File: src/rtl/term_ctrl_if.sv
// Key-byte handshake and text-memory write port of the terminal controller.
// master = keyboard side / memory sink, slave = term_ctrl.
interface term_ctrl_if;
    logic [7:0]  key_in;
    logic        key_valid;
    logic        key_ready;
    logic        mem_we;
    logic [11:0] mem_addr;
    logic [7:0]  mem_wdata;

    modport master (
        output key_in,
        output key_valid,
        input  key_ready,
        input  mem_we,
        input  mem_addr,
        input  mem_wdata
    );

    modport slave (
        input  key_in,
        input  key_valid,
        output key_ready,
        output mem_we,
        output mem_addr,
        output mem_wdata
    );
endinterface

File: src/rtl/term_ctrl.sv
// Text terminal controller: turns keyboard bytes into text-memory writes and cursor moves.
// Define TERM_SCROLL_EN to scroll (advance top_row and clear the new row) instead of wrapping to the top.
module term_ctrl #(
    parameter int COLS = 70,
    parameter int ROWS = 30
) (
    input  logic       clk,
    input  logic       reset,
    term_ctrl_if.slave bus,
    output logic [4:0] top_row,
    output logic [6:0] cur_x,
    output logic [4:0] cur_y,
    output logic       busy
);

    localparam logic [6:0] LAST_COL = 7'(COLS - 1);
    localparam logic [6:0] COL_END  = 7'(COLS);
    localparam logic [4:0] LAST_ROW = 5'(ROWS - 1);
    localparam logic [4:0] ROW_END  = 5'(ROWS);

    typedef enum logic [1:0] {
        INIT  = 2'd0,
        IDLE  = 2'd1,
        CLEAR = 2'd2
    } state_t;

    state_t      state_r, state_nx_s;
    logic [6:0]  cur_x_r, cur_x_nx_s;
    logic [4:0]  cur_y_r, cur_y_nx_s;
    logic [4:0]  line_r, line_nx_s;
    logic [4:0]  top_row_r, top_row_nx_s;
    logic [6:0]  clr_x_r, clr_x_nx_s;
    logic [4:0]  clr_y_r, clr_y_nx_s;
    logic        mem_we_r, mem_we_nx_s;
    logic [11:0] mem_addr_r, mem_addr_nx_s;
    logic [7:0]  mem_wdata_r, mem_wdata_nx_s;
    logic        key_ready_r;
    logic        busy_r;
    logic        newline_s;
    logic [6:0]  back_x_s;

    // Row arithmetic wraps at ROWS, not at the 5-bit field width.
    function automatic logic [4:0] next_row(input logic [4:0] row);
        if (row == LAST_ROW) begin
            next_row = 5'd0;
        end else begin
            next_row = row + 5'd1;
        end
    endfunction

    assign back_x_s      = cur_x_r - 7'd1;
    assign bus.key_ready = key_ready_r;
    assign bus.mem_we    = mem_we_r;
    assign bus.mem_addr  = mem_addr_r;
    assign bus.mem_wdata = mem_wdata_r;
    assign top_row       = top_row_r;
    assign cur_x         = cur_x_r;
    assign cur_y         = cur_y_r;
    assign busy          = busy_r;

    // Next-state, cursor and write-port decode.
    always_comb begin
        state_nx_s     = state_r;
        cur_x_nx_s     = cur_x_r;
        cur_y_nx_s     = cur_y_r;
        line_nx_s      = line_r;
        top_row_nx_s   = top_row_r;
        clr_x_nx_s     = clr_x_r;
        clr_y_nx_s     = clr_y_r;
        mem_we_nx_s    = 1'b0;
        mem_addr_nx_s  = mem_addr_r;
        mem_wdata_nx_s = mem_wdata_r;
        newline_s      = 1'b0;

        case (state_r)
            INIT: begin
                // clr_y reaching ROWS marks the whole screen as written.
                if (clr_y_r == ROW_END) begin
                    state_nx_s = IDLE;
                end else begin
                    mem_we_nx_s    = 1'b1;
                    mem_addr_nx_s  = {clr_x_r, clr_y_r};
                    mem_wdata_nx_s = 8'h00;
                    if (clr_x_r == LAST_COL) begin
                        clr_x_nx_s = 7'd0;
                        clr_y_nx_s = clr_y_r + 5'd1;
                    end else begin
                        clr_x_nx_s = clr_x_r + 7'd1;
                    end
                end
            end
            CLEAR: begin
                if (clr_x_r == COL_END) begin
                    state_nx_s = IDLE;
                end else begin
                    mem_we_nx_s    = 1'b1;
                    mem_addr_nx_s  = {clr_x_r, clr_y_r};
                    mem_wdata_nx_s = 8'h00;
                    clr_x_nx_s     = clr_x_r + 7'd1;
                end
            end
            IDLE: begin
                if (bus.key_valid && key_ready_r) begin
                    if ((bus.key_in >= 8'h20) && (bus.key_in <= 8'h7E)) begin
                        mem_we_nx_s    = 1'b1;
                        mem_addr_nx_s  = {cur_x_r, cur_y_r};
                        mem_wdata_nx_s = bus.key_in;
                        if (cur_x_r == LAST_COL) begin
                            newline_s = 1'b1;
                        end else begin
                            cur_x_nx_s = cur_x_r + 7'd1;
                        end
                    end else if (bus.key_in == 8'h0D) begin
                        newline_s = 1'b1;
                    end else if (bus.key_in == 8'h08) begin
                        if (cur_x_r != 7'd0) begin
                            cur_x_nx_s     = back_x_s;
                            mem_we_nx_s    = 1'b1;
                            mem_addr_nx_s  = {back_x_s, cur_y_r};
                            mem_wdata_nx_s = 8'h00;
                        end else begin
                            cur_x_nx_s = cur_x_r;
                        end
                    end else begin
                        cur_x_nx_s = cur_x_r;
                    end

                    if (newline_s) begin
                        cur_x_nx_s = 7'd0;
                        cur_y_nx_s = next_row(cur_y_r);
                        if (line_r == LAST_ROW) begin
`ifdef TERM_SCROLL_EN
                            top_row_nx_s = next_row(top_row_r);
                            state_nx_s   = CLEAR;
                            clr_x_nx_s   = 7'd0;
                            clr_y_nx_s   = next_row(cur_y_r);
`else
                            line_nx_s = 5'd0;
`endif
                        end else begin
                            line_nx_s = line_r + 5'd1;
                        end
                    end else begin
                        line_nx_s = line_r;
                    end
                end else begin
                    state_nx_s = IDLE;
                end
            end
            default: begin
                state_nx_s = INIT;
            end
        endcase
    end

    // State register.
    always_ff @(posedge clk or negedge reset) begin
        if (!reset) begin
            state_r <= INIT;
        end else begin
            state_r <= state_nx_s;
        end
    end

    // Cursor, clear counters and registered outputs.
    always_ff @(posedge clk or negedge reset) begin
        if (!reset) begin
            cur_x_r     <= 7'd0;
            cur_y_r     <= 5'd0;
            line_r      <= 5'd0;
            top_row_r   <= 5'd0;
            clr_x_r     <= 7'd0;
            clr_y_r     <= 5'd0;
            mem_we_r    <= 1'b0;
            mem_addr_r  <= 12'd0;
            mem_wdata_r <= 8'd0;
            key_ready_r <= 1'b0;
            busy_r      <= 1'b1;
        end else begin
            cur_x_r     <= cur_x_nx_s;
            cur_y_r     <= cur_y_nx_s;
            line_r      <= line_nx_s;
            top_row_r   <= top_row_nx_s;
            clr_x_r     <= clr_x_nx_s;
            clr_y_r     <= clr_y_nx_s;
            mem_we_r    <= mem_we_nx_s;
            mem_addr_r  <= mem_addr_nx_s;
            mem_wdata_r <= mem_wdata_nx_s;
            key_ready_r <= (state_nx_s == IDLE);
            busy_r      <= (state_nx_s != IDLE);
        end
    end

endmodule

File: src/flat_wrapper.sv
// flat-port wrapper written by rule: the top's interface ports become plain ports
module term_ctrl_flat 
#(
    parameter int COLS = 70,
    parameter int ROWS = 30
)
  (clk, reset, top_row, cur_x, cur_y, busy, bus_key_in, bus_key_valid, bus_key_ready, bus_mem_we, bus_mem_addr, bus_mem_wdata);
  term_ctrl_if bus_i ();
  input  logic clk;
  input  logic reset;
  output logic [4:0] top_row;
  output logic [6:0] cur_x;
  output logic [4:0] cur_y;
  output logic busy;
  input wire logic [$bits(bus_i.key_in)-1:0] bus_key_in;
  input wire logic [$bits(bus_i.key_valid)-1:0] bus_key_valid;
  output wire logic [$bits(bus_i.key_ready)-1:0] bus_key_ready;
  output wire logic [$bits(bus_i.mem_we)-1:0] bus_mem_we;
  output wire logic [$bits(bus_i.mem_addr)-1:0] bus_mem_addr;
  output wire logic [$bits(bus_i.mem_wdata)-1:0] bus_mem_wdata;
  assign bus_i.key_in = bus_key_in;
  assign bus_i.key_valid = bus_key_valid;
  assign bus_key_ready = bus_i.key_ready;
  assign bus_mem_we = bus_i.mem_we;
  assign bus_mem_addr = bus_i.mem_addr;
  assign bus_mem_wdata = bus_i.mem_wdata;
  term_ctrl #(.COLS(COLS), .ROWS(ROWS)) u_core (.clk(clk), .reset(reset), .bus(bus_i), .top_row(top_row), .cur_x(cur_x), .cur_y(cur_y), .busy(busy));
endmodule
File: config.mk
export PLATFORM = sky130hd
export DESIGN_NAME = term_ctrl_flat
export DESIGN_NICKNAME = d
export VERILOG_FILES = /design/src/rtl/term_ctrl_if.sv /design/src/rtl/term_ctrl.sv /design/src/flat_wrapper.sv
export SDC_FILE = /design/constraint.sdc
export NUM_CORES = 1
export LEC_CHECK = 0
export CAP_MARGIN = 30
export CORE_MARGIN = 3
export CORE_UTILIZATION = 48
export CTS_CLUSTER_SIZE = 28
export DETAILED_ROUTE_END_ITERATION = 12
export MAX_ROUTING_LAYER = met4
export PLACE_DENSITY_LB_ADDON = 0.12
export SLEW_MARGIN = 15
export SYNTH_ARGS = -nofsm -noshare
export SYNTH_HDL_FRONTEND = slang
export SYNTH_SLANG_ARGS = --single-unit
File: constraint.sdc
create_clock -name clk -period 2.6 [get_ports clk]
set_input_delay 0.26 -clock clk [delete_from_list [all_inputs] [get_ports clk]]
set_output_delay 0.26 -clock clk [all_outputs]
set_load 0.02 [all_outputs]
Run 1, the clock network:
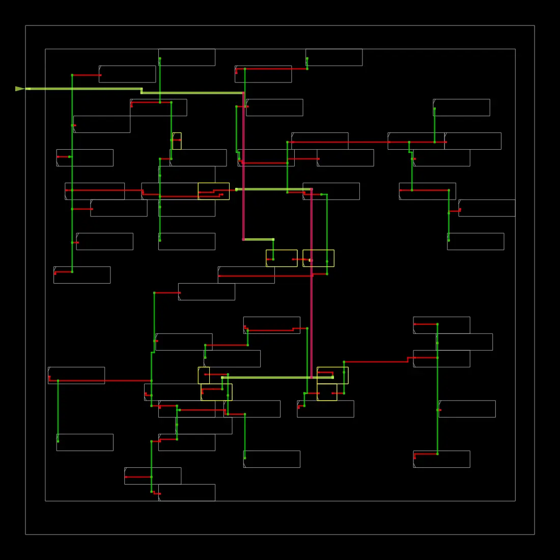
total number of sequential cells: 49
Layout clock buffers: 6
skew final: 0.00912 ns
clk_lat worst skew: 0.31 ns

Run 1, routed metal per tile:
Bar = 20 um. The die is cut into 17 by 17 equal tiles; white is low, dark blue is high, scaled to the fullest tile. Values are wire area over tile area, all layers added.
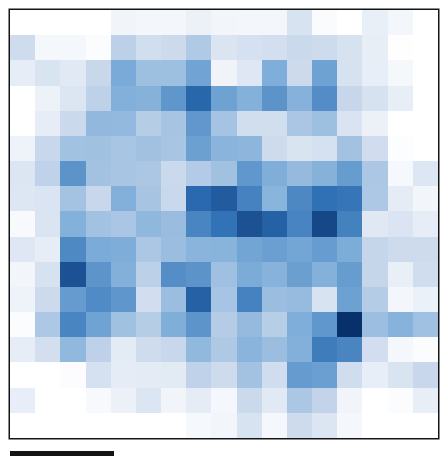
- mean over tiles: 0.15
- nearly empty tiles: 12%
- tiles over half the peak: 18%
- densest ninth of the die: middle
- fullest tile: 0.53
- emptiest ninth of the die: top right

Run 1, a small window of the routed layout:
Region (21, 21) to (61, 61) um. Cells in gray, sequential cells in the stronger gray; small squares are vias.
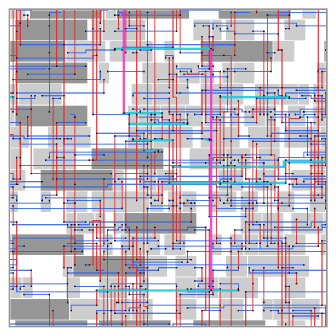
- red: metal 2
- magenta: metal 4
- cyan: metal 3
- blue: metal 1
- cells with their middle in the window: 115
- sequential cells in the window: 11
- most frequent: buf_4 (15), dfrtp_1 (11)
- netlist names of flops here include: u_core.bus.mem_addr (6), u_core.clr_x_r (2), u_core.clr_y_r (2)

==> flow_summary.yaml, run 1 <==
# generated from flow reports
status:
  run_status: "finished, final reports clean"
cells_and_area:
  area.share.combinational_pct: 40.9
  layout.non_clock_inverters: 12
  layout.cells.most_common_list: "sky130_fd_sc_hd__dfrtp_1 (48), sky130_fd_sc_hd__clkdlybuf4s50_1 (44), sky130_fd_sc_hd__nand2_1 (34)"
  final_layout_size_suffix_gt1_share_pct: 14.7
  lay_top_count: "sky130_fd_sc_hd__dfrtp_1"
logic_synthesis:
  yosys.cell_count.top_type: "sky130_fd_sc_hd__dfrtp_1"
  ys_types: 55
  synth.cell_area_um2: 2820
  synth-area-yosys_um2: 2820
  top_area_cell: "sky130_fd_sc_hd__dfrtp_1"
  avgSynthCellArea_um2: 9.67
  yosysWarnings: 0
  yosys-top-cells-area: "sky130_fd_sc_hd__dfrtp_1 (43%), sky130_fd_sc_hd__ha_1 (5.3%), sky130_fd_sc_hd__nand2_1 (4.5%), sky130_fd_sc_hd__mux2_4 (4.3%), sky130_fd_sc_hd__o21ai_0 (3.5%)"
  synth-async-reset-ratio_pct: 100
placement:
  portbufs: 45
  gp_congestion: 0.891
drt:
  drtIter0Drc: 143
  wirelength_um: 6650
  via_count: 2363
worst_setup_path:
  setup.worst_path.start_class: "register"
  critical_path.reg2reg.startpoint: "u_core.cur_x[1]"
  ff2ff_path_depth: 9
  critical_path.max_fanout: 5
  required_ns: 2.79
  cp_num_cells: 9
  crit_type: "reg -> reg"
  critPathMaxStageDelay_ns: 0.46
  cp-startpoint: "u_core.cur_x[1]"
  critical_path_cell_sequence: "inv_1 > ha_2 > or3b_4 > or4_1 > a31oi_4 > o21a_2 > inv_2 > buf_4 > mux2_4"
die:
  fp_util_pct: 50.4
  placeableCoreArea_um2: 5610
sta:
  worst_hold_slack_ns: 0.452
  setup_tns_ns: 0
  slew_hr_pct: 64.0
  drv_slew: 0
flow_run:
  maxCapViolCount: 0
  tool_warning_count: 33
clock_tree:
  tritoncts: "yes"
  cts_max_level: 2
  clock-root-buffer: "sky130_fd_sc_hd__clkbuf_8"
-- run 1: sequential cells by signal (all words and copies together) (netlist names) --
register / count
u_core.bus.key_ready: 1
u_core.bus.mem_addr: 12
u_core.bus.mem_wdata: 8
u_core.bus.mem_we: 1
u_core.busy: 1
u_core.clr_x_r: 7
u_core.clr_y_r: 5
u_core.cur_x: 7
u_core.cur_y: 5
u_core.state_r: 2
-- run 1: through the flow --
stage / power, W / util (%) / instance area [um2] / cells / setup WS (ns)
6_report: 0.00129 / 63.5 / 3560 / 426 / 0.139
5_1_grt: 0.00134 / 63.5 / 3560 / 426 / 0.0384
4_1_cts: 0.00130 / 63.3 / 3550 / 426 / 0.113
3_5_place_dp: 0.000849 / 61.6 / 3460 / 417 / 0.0508
3_3_place_gp: 0.000849 / 61.6 / 3460 / 417 / 0.0804
2_1_floorplan: 0.000809 / - / 2840 / 296 / 0.0616
-- run 1: repair_timing --
action	CTS	global route
endpoints found under the hold margin	22	0
endpoints found under the setup margin	0	3
resized	0	3
hold buffers	1	0
-- run 1: kinds of logic after synthesis --
group	after synthesis	share of synthesized area, %
xor gates and xnor gates	7	2.17
DFF	49	43.5
muxes	14	6.47
other	1	0.133
and+or+nand+nor	109	20.2
AOI/OAI and AO/OA	67	16.4
buffers and inverters	33	5.80
adders and majority gates	12	5.32
-- run 1: routing by layer --
metal / GRT usage [%] / vias to the layer above / share of wire, %
met1: 29.9 / 1130 / 48
met5: - / - / 0
li1: - / 1171 / -
met4: 4.90 / 0 / 0.81
met2: 31.3 / 57 / 46
met3: 3.47 / 5 / 4.6
-- run 1: report_power, final --
part           internal [W]  total [W]  switching (W)  leakage, nW
sequential         0.000761   0.000761              0        0.647
combinational     0.0000285  0.0000749      0.0000464        0.878
clock              0.000192   0.000454       0.000262       0.0456
Run 1, metal 3:
Cells faint in the background.
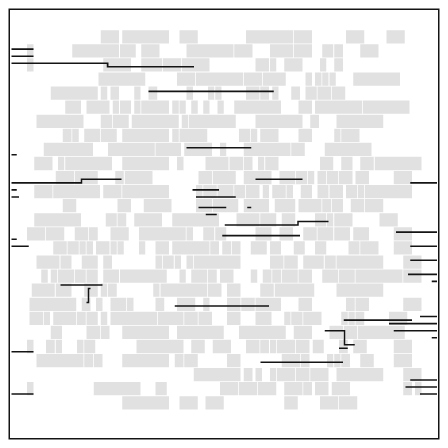

==> run 1 -> run 2 <==
--- a/config.mk
+++ b/config.mk
@@ -5,7 +5,7 @@
 export SDC_FILE = /design/constraint.sdc
 export NUM_CORES = 1
 export LEC_CHECK = 0
-export CAP_MARGIN = 30
+export CAP_MARGIN = 40
 export CORE_MARGIN = 3
 export CORE_UTILIZATION = 48
 export CTS_CLUSTER_SIZE = 28
==> constraint.sdc (replaced) <==
create_clock -name clk -period 2.2 [get_ports clk]
set_input_delay 0.22 -clock clk [delete_from_list [all_inputs] [get_ports clk]]
set_output_delay 0.22 -clock clk [all_outputs]
set_load 0.02 [all_outputs]
Run 2, metal 3:
Cells faint in the background.
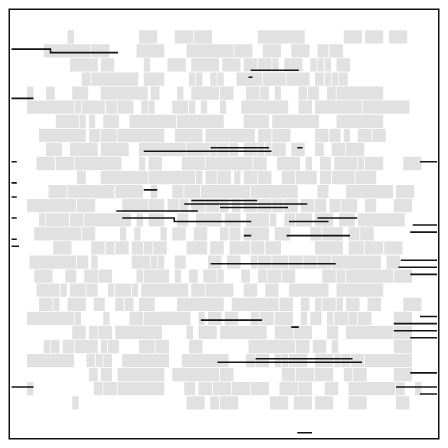
- main direction: horizontal
- share of all routed wire: 5.0%
- longest straight run: 27.6 um
- nets with wire on the layer: 36
- wire length on this layer: 354 um
via count: 2464
met3 track demand over resource in global routing: 2.71%
DRT Wirelength: 7110 um

==> flow_summary.yaml, run 2 <==
# generated from flow reports
logic_synthesis:
  synth.cell_area_um2: 2820
  top_area_cell: "sky130_fd_sc_hd__dfrtp_1"
  ys_types: 55
  synth-async-reset-ratio_pct: 100
  avgSynthCellArea_um2: 9.67
clock_tree:
  worstSkewPairLatency_ns: 0.30
  cts_max_level: 2
status:
  run_status: "finished, violations left"
  failing_checks: "setup timing"
worst_setup_path:
  required_ns: 2.38
  cp_num_cells: 8
  ff2ff_path_depth: 8
placement:
  portbufs: 45
  gp_congestion: 0.864
drt:
  drtIter0Drc: 147
sta:
  fin_ws_ns: -0.108
  final-setup-viol-count: 21
  drv_slew: 0
global_routing:
  gr-max-usage-layer: "met2"
cells_and_area:
  lay_top_count: "sky130_fd_sc_hd__buf_4"
power_and_ir_drop:
  fin_total_pwr_w: 0.00156
## run 2: cell counts after synthesis
No cell type changed its count.
## run 2: logic make-up after synthesis
logic type,Yosys count,synth area share (%)
other,1,0.133
and+or+nand+nor,109,20.2
DFF,49,43.5
adders and majority gates,12,5.32
AOI/OAI and AO/OA,67,16.4
xor gates and xnor gates,7,2.17
muxes,14,6.47
buffers and inverters,33,5.80
## run 2: repair_timing
item | in CTS | in global routing
cloned | 1 | 0
resized | 8 | 11
endpoints found under the setup margin | 22 | 28
setup buffers | 4 | 5
pin swaps | 4 | 4
## run 2: metrics by stage
step	instance area, um2	setup WS [ns]
after CTS	3750	-0.198
after global routing	3830	-0.166
final	3830	-0.108
after detailed placement	3620	-0.284
after floorplan	2850	-0.229
after global placement	3620	-0.251
## run 2: path summary, 6_finish.rpt
kind,startpoint,endpoint,slack [ns]
worst min-delay path,reset,u_core.bus.mem_wdata[5],0.02
worst max-delay path,u_core.cur_x[0],u_core.bus.mem_addr[2],-0.11
min in group clk,u_core.bus.mem_addr[0],u_core.bus.mem_addr[0],0.51
worst max register to register,u_core.cur_x[0],u_core.bus.mem_addr[2],-0.11
max in group asynchronous,reset,u_core.cur_x[0],1.71
worst min register to register,u_core.bus.mem_addr[0],u_core.bus.mem_addr[0],0.51
## run 2: final cells by class
class	instances	area, um2
timing repair inverter	1	8.76
multi-input combinational	214	1520
clock buffer	7	86.3
clock inverter	1	7.51
timing repair buffer	97	843
sequential	49	1230
tap	72	90.1
fill	476	1770
inverter	12	52.6
## run 2: report_power, final
group          switching, W  leakage [nW]  internal [W]
registers                 0         0.645      0.000900
clock network      0.000292        0.0445      0.000256
logic             0.0000623          1.03     0.0000474
total              0.000354          1.71       0.00120
==> run 2 -> run 3 <==
--- a/config.mk
+++ b/config.mk
@@ -10,6 +10,7 @@
 export CORE_UTILIZATION = 48
 export CTS_CLUSTER_SIZE = 28
 export DETAILED_ROUTE_END_ITERATION = 12
+export GPL_ROUTABILITY_DRIVEN = 0
 export MAX_ROUTING_LAYER = met4
 export PLACE_DENSITY_LB_ADDON = 0.12
 export SLEW_MARGIN = 15
Run 3, metal 3:
Cells faint in the background.
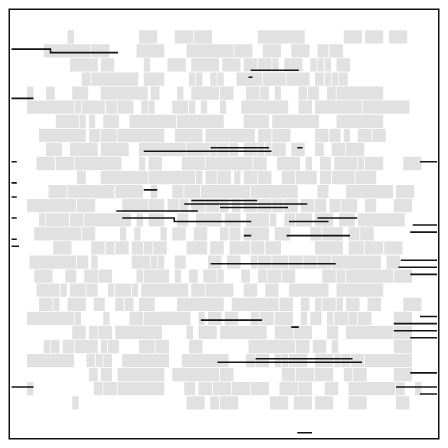
- longest straight run: 27.6 um
- share of all routed wire: 5.0%
- wire length on this layer: 354 um

==> flow_summary.yaml, run 3 <==
# generated from flow reports
status:
  run_status: "finished, violations left"
  failing_checks: "setup timing"
placement:
  placement.cell_area_um2: 3620
  portbufs: 45
  preCtsSetupSlack_ns: -0.284
cells_and_area:
  final_design_area_no_fill_um2: 3830
  filler_cell_count: 476
  lay_top_count: "sky130_fd_sc_hd__buf_4"
  area.combinational_um2: 1520
  fin_cells: 453
  sequential_cell_area_um2: 1230
  final_layout_size_suffix_gt1_share_pct: 23.4
power_and_ir_drop:
  fin_total_pwr_w: 0.00156
drt:
  drtIter0Drc: 147
  wirelength_um: 7110
  via_count: 2464
worst_setup_path:
  critical_path.endpoint: "u_core.bus.mem_addr[2]"
  setup.worst_path.end_class: "register"
  cp_top_family: "simple AND/OR/NAND/NOR gates"
  required_ns: 2.38
  cp_num_cells: 8
  crit_type: "reg -> reg"
  regToRegEndpoint: "u_core.bus.mem_addr[2]"
  critical_path.reg2reg.startpoint: "u_core.cur_x[0]"
  cp-startpoint: "u_core.cur_x[0]"
  ff2ff_path_depth: 8
  setup.reg_to_reg.worst_slack_ns: -0.11
  critical_path_cell_sequence: "inv_2 > ha_4 > or3b_4 > or4_4 > a31oi_4 > o21a_4 > inv_8 > mux2_4"
sta:
  timing.clock.skew_ns: 0.00396
  layout_worst_path_cycle_share_pct: 105
  report.final.hold_viol_count: 0
  final-setup-viol-count: 21
  fin_ws_ns: -0.108
  drv_slew: 0
logic_synthesis:
  top_area_cell: "sky130_fd_sc_hd__dfrtp_1"
  synth.cell_area_um2: 2820
  ys_types: 55
  synth-async-reset-ratio_pct: 100
  avgSynthCellArea_um2: 9.67
  yosys.cell_count.top_type: "sky130_fd_sc_hd__dfrtp_1"
  synth_sequential_area_ratio_pct: 43.5
  netlist_top_cells_count: "sky130_fd_sc_hd__dfrtp_1 (48), sky130_fd_sc_hd__nand2_1 (34), sky130_fd_sc_hd__o21ai_0 (20), sky130_fd_sc_hd__nor2_1 (17), sky130_fd_sc_hd__ha_1 (12)"
flow_run:
  maxCapViolCount: 0
global_routing:
  antenna_found_initial: 0
clock_tree:
  cts_max_level: 2
  worstSkewPairLatency_ns: 0.30
## run 3: cell counts in the layout (fill, tap and decap cells not counted)
Identical to the previous run, type by type.
## run 3: final cells by class
cell class | instances | area share, %
clock inverters | 1 | 0.196
repair inverters | 1 | 0.228
inverters | 12 | 1.37
repair buffers | 97 | 22.0
multi-input cells | 214 | 39.5
flip-flops and latches | 49 | 32.1
well taps | 72 | 2.35
clock buffers | 7 | 2.25
## run 3: kinds of logic after synthesis
family	count (synthesis)	synth area share [%]
adders and majority gates	12	5.32
muxes	14	6.47
xor gates and xnor gates	7	2.17
AOI/OAI and AO/OA	67	16.4
and+or+nand+nor	109	20.2
other	1	0.133
DFF	49	43.5
buffers and inverters	33	5.80
## run 3: report_power, final
group / internal, W / leakage, nW / switching (W)
logic: 0.0000474 / 1.03 / 0.0000623
clock network: 0.000256 / 0.0445 / 0.000292
registers: 0.000900 / 0.645 / 0
total: 0.00120 / 1.71 / 0.000354
## run 3: what timing repair did
action,in CTS,in global routing
setup buffers,4,5
gates resized,8,11
gates cloned,1,0
setup endpoints to repair,22,28
pin swaps,4,4
hold endpoints to repair,0,0
## run 3: routing by layer
layer	global-route usage [%]	up-vias	part of all wire (%)
li1	-	1217	-
met2	36.0	61	48
met1	32.8	1177	46
met4	7.03	0	1.4
met3	2.71	9	5.0
met5	-	-	0
## run 3: worst min-delay path by stage
stage	endpoint	cells past startpoint
2_1_floorplan	u_core.bus.key_ready	0
3_3_place_gp	u_core.bus.mem_wdata[5]	2
3_5_place_dp	u_core.bus.mem_wdata[5]	2
4_1_cts	u_core.bus.mem_wdata[7]	2
5_1_grt	u_core.bus.mem_addr[8]	2
6_report	u_core.bus.mem_wdata[5]	2
Power is estimated from default activity; no workload was simulated.
